===== src/rtl/dlfloat_operand_loader.sv =====
`default_nettype none
// ============================================================================
// Module   : dlfloat_operand_loader
// Brief    : Assembles a byte stream into DLFloat A/B operand pairs, tags each
//            pair with batch first/last flags and queues them for a MAC.
// Revision : 1.0 - initial release
// ============================================================================
module dlfloat_operand_loader #(
    parameter int FIFO_DEPTH = 2,
    parameter int LEN_W      = 8
) (
    input  logic             clk,
    input  logic             rst,
    input  logic [7:0]       byte_in,
    input  logic             byte_valid,
    output logic             byte_ready,
    input  logic [LEN_W-1:0] batch_len,
    input  logic             abort,
    output logic [15:0]      op_a,
    output logic [15:0]      op_b,
    output logic             op_valid,
    input  logic             op_ready,
    output logic             op_first,
    output logic             op_last
);

    localparam int c_PTR_W   = (FIFO_DEPTH > 1) ? $clog2(FIFO_DEPTH) : 1;
    localparam int c_CNT_W   = $clog2(FIFO_DEPTH + 1);
    localparam int c_ENTRY_W = 34;

    typedef enum logic [1:0] {
        S_A_LO = 2'd0,
        S_A_HI = 2'd1,
        S_B_LO = 2'd2,
        S_B_HI = 2'd3
    } state_t;

    state_t               r_state;
    state_t               w_state_nxt;
    logic [15:0]          r_a;
    logic [7:0]           r_b_lo;
    logic [LEN_W-1:0]     r_idx;
    logic [LEN_W-1:0]     r_len;
    logic [c_ENTRY_W-1:0] r_mem [FIFO_DEPTH];
    logic [c_PTR_W-1:0]   r_wr;
    logic [c_PTR_W-1:0]   r_rd;
    logic [c_CNT_W-1:0]   r_count;

    logic                 w_full;
    logic                 w_empty;
    logic                 w_byte_xfer;
    logic                 w_push;
    logic                 w_pop;
    logic                 w_first;
    logic                 w_last;
    logic [c_ENTRY_W-1:0] w_head;

    assign w_full      = (r_count == c_CNT_W'(FIFO_DEPTH));
    assign w_empty     = (r_count == '0);
    assign byte_ready  = ~rst & ~abort & ~w_full;
    assign w_byte_xfer = byte_valid & byte_ready;
    assign w_push      = w_byte_xfer & (r_state == S_B_HI);
    assign op_valid    = ~rst & ~w_empty;
    assign w_pop       = op_valid & op_ready;

    // A latched length of 0 wraps to all-ones here, i.e. a 2^LEN_W batch.
    assign w_first = (r_idx == '0);
    assign w_last  = (r_idx == (r_len - LEN_W'(1)));

    always_ff @(posedge clk) begin
        if (rst) r_state <= S_A_LO;
        else     r_state <= w_state_nxt;
    end

    always_comb begin
        w_state_nxt = r_state;
        if (abort) begin
            w_state_nxt = S_A_LO;
        end else if (w_byte_xfer) begin
            case (r_state)
                S_A_LO:  w_state_nxt = S_A_HI;
                S_A_HI:  w_state_nxt = S_B_LO;
                S_B_LO:  w_state_nxt = S_B_HI;
                default: w_state_nxt = S_A_LO;
            endcase
        end
    end

    always_ff @(posedge clk) begin
        if (rst) begin
            r_a    <= '0;
            r_b_lo <= '0;
            r_idx  <= '0;
            r_len  <= '0;
        end else if (abort) begin
            r_idx  <= '0;
        end else if (w_byte_xfer) begin
            case (r_state)
                S_A_LO: begin
                    r_a[7:0] <= byte_in;
                    if (r_idx == '0) r_len <= batch_len;
                end
                S_A_HI:  r_a[15:8] <= byte_in;
                S_B_LO:  r_b_lo    <= byte_in;
                default: r_idx     <= w_last ? '0 : r_idx + LEN_W'(1);
            endcase
        end
    end

    // Storage carries no reset; outputs are masked while the queue is empty.
    always_ff @(posedge clk) begin
        if (w_push) r_mem[r_wr] <= {r_a, byte_in, r_b_lo, w_first, w_last};
    end

    always_ff @(posedge clk) begin
        if (rst) begin
            r_wr    <= '0;
            r_rd    <= '0;
            r_count <= '0;
        end else begin
            if (w_push) r_wr <= (r_wr == c_PTR_W'(FIFO_DEPTH - 1)) ? '0 : r_wr + c_PTR_W'(1);
            if (w_pop)  r_rd <= (r_rd == c_PTR_W'(FIFO_DEPTH - 1)) ? '0 : r_rd + c_PTR_W'(1);
            case ({w_push, w_pop})
                2'b10:   r_count <= r_count + c_CNT_W'(1);
                2'b01:   r_count <= r_count - c_CNT_W'(1);
                default: r_count <= r_count;
            endcase
        end
    end

    assign w_head   = r_mem[r_rd];
    assign op_a     = op_valid ? w_head[33:18] : 16'h0000;
    assign op_b     = op_valid ? w_head[17:2]  : 16'h0000;
    assign op_first = op_valid & w_head[1];
    assign op_last  = op_valid & w_head[0];

endmodule
`default_nettype wire


===== config.mk =====
export PLATFORM = sky130hd
export DESIGN_NAME = dlfloat_operand_loader
export DESIGN_NICKNAME = d
export VERILOG_FILES = /design/src/rtl/dlfloat_operand_loader.sv
export SDC_FILE = /design/constraint.sdc
export NUM_CORES = 1
export LEC_CHECK = 0
export CAP_MARGIN = 40
export CORE_MARGIN = 2
export CORE_UTILIZATION = 60
export CTS_CLUSTER_SIZE = 40
export DETAILED_ROUTE_END_ITERATION = 8
export PLACE_DENSITY = 0.9
export SYNTH_ARGS = -nofsm -noshare
export SYNTH_HDL_FRONTEND = slang
export SYNTH_SLANG_ARGS = --single-unit

===== constraint.sdc =====
create_clock -name clk -period 8.37 [get_ports clk]
set_input_delay 0.837 -clock clk [delete_from_list [all_inputs] [get_ports clk]]
set_output_delay 0.837 -clock clk [all_outputs]
set_load 0.02 [all_outputs]

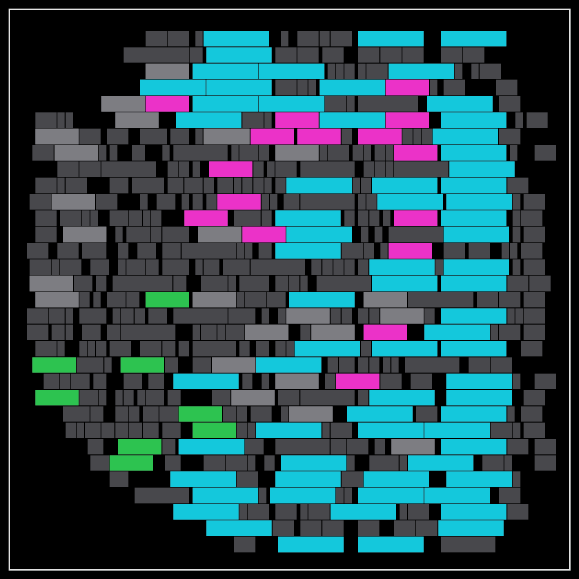
Figure 1: sequential cells grouped by signal name.
Drawn at 6 px/um.
- cyan: r_mem (flops 68)
- green: r_idx (flops 8)
- magenta: r_a (flops 16)

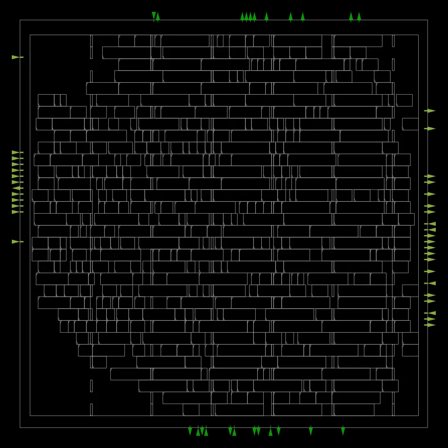
Figure 2: placed standard cells.
number of core rows: 32
Final Non-Filler Cells: 582
FILL cells: 440
flip-flops: 115

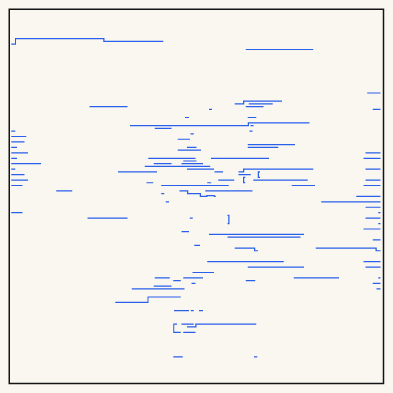
Figure 3: M3 wires.
Drawn at 4 px/um.
- nets with wire on the layer: 73
- longest straight run: 29.4 um
- share of all routed wire: 6.0%

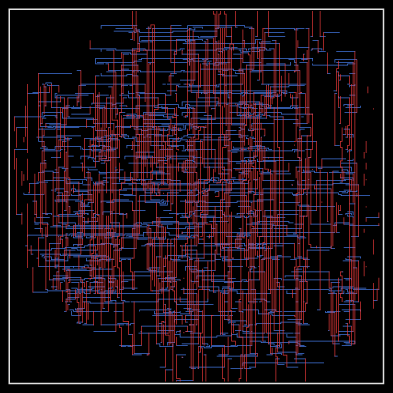
Figure 4: routed metal, one color a layer.
Drawn at 4 px/um. Two of the layers only.
- red: met2 (wire length 5720 um)
- blue: met1 (wire length 4040 um)

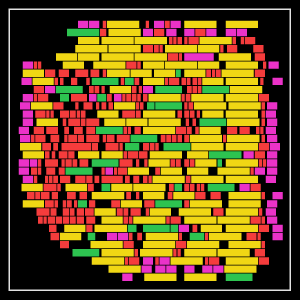
Figure 5: placed cells, one color a class.
Drawn at 3 px/um.
- green: clock drivers and dummy loads (cells 32)
- yellow: flip-flops (cells 115)
- magenta: other buffers and delay cells (cells 61)
- red: all other logic (cells 272)

==> impl_metrics.json <==
{
  "status": "completed",
  "syn_area_um2": 4770,
  "drv_slew": 0,
  "ctsHoldBuffers": 0,
  "routed-via-count": 3381,
  "synthMostInstantiatedCell": "edfxtp_1",
  "die_x_um": 93.2,
  "clock-sinks": 115,
  "hpwl_um": 6440,
  "cts_tree": "yes",
  "syn-instance-count": 408,
  "drc": 0,
  "setup-violations-final": 0,
  "power-per-cell-area_nw_per_um2": 223,
  "grt_pass1_wl_um": 16400,
  "period_used_pct": 46.9,
  "maxSlewHeadroom_pct": 51.3,
  "syn_area_per_cell_um2": 11.7,
  "pin_count": 57,
  "worstPathCellList": "clkdlybuf4s50_1 -> buf_4 -> or2_2 -> nor2_1 -> clkdlybuf4s50_1",
  "dp.cells": 550,
  "numCtsBuffers": 17,
  "cts_setup_buffers": 0,
  "timing.hold.ws_ps": 459,
  "layout_setup_ws_ps": 4450,
  "antenna_left": 0,
  "finalPower_w": 0.00134,
  "slowest_stage": "or2_2",
  "edf_count": 68,
  "start_kind": "primary input",
  "clk_pin_slew_ps": 60,
  "yosysTopAreaCellShare_pct": 42.8,
  "die_h_um": 93.2,
  "top_cells_by_area": "edfxtp_1, dfxtp_1, mux2i_1, nor2_1, a21oi_1",
  "grt_pass1_vias": 3384,
  "worst_pin_slew_ps": 731,
  "antenna_cells": 0,
  "synth_flop_count": 115,
  "drtIter0Drc": 298
}
[registers in the layout (all words and copies together), names as in the netlist, named ones only]
signal	count
r_mem	68
r_idx	8
r_state	2
r_len	8
r_wr	1
r_rd	1
r_b_lo	8
r_a	16
r_count	2
[cell families after synthesis]
kind of cell,after synthesis,synth area share [%]
mux,43,9.02
buf+inv,30,2.39
fa+ha+maj,9,2.36
xor+xnor,12,2.20
flops,115,62.5
compound gates,50,7.13
simple gates,149,14.4
[where the power goes]
group | switching, W | internal, W | leakage (nW)
registers | 0.00000338 | 0.000598 | 0.980
clock network | 0.000266 | 0.000433 | 0.274
logic | 0.0000230 | 0.0000198 | 0.804
[routing by layer]
layer | vias to the layer above | routed length (um) | GRT usage [%]
li1 | 1576 | - | -
met1 | 1617 | 4040 | 26.8
met2 | 157 | 5720 | 47.2
met3 | 31 | 641 | 6.61
met4 | 0 | 324 | 13.1
met5 | - | 0 | 0
[final cells by class]
type | count | area [um^2] | share of cell area [%]
sequential | 115 | 2980 | 49.5
multi-input combinational | 263 | 1690 | 28.0
timing repair buffer | 61 | 618 | 10.2
clock buffer | 18 | 428 | 7.09
clock inverter | 14 | 153 | 2.53
tap | 102 | 128 | 2.12
inverter | 9 | 33.8 | 0.560
[final timing paths]
path	from	endpoint	cells past startpoint
min	r_a[2]$_SDFFE_PP0P_	r_mem[0][20]$_DFFE_PP_	0
min reg2reg	r_a[2]$_SDFFE_PP0P_	r_mem[0][20]$_DFFE_PP_	0
max reg2reg	r_idx[0]$_SDFFE_PP0P_	r_len[4]$_SDFFE_PP0P_	7
max	rst	op_a[13]	5
[critical path, delay by kind of cell]
kind | cells | cell delay, ps
buf+inv | 3 | 1400
simple gates | 2 | 820
Power figures rest on the tool's default switching activity, not on a simulated workload.
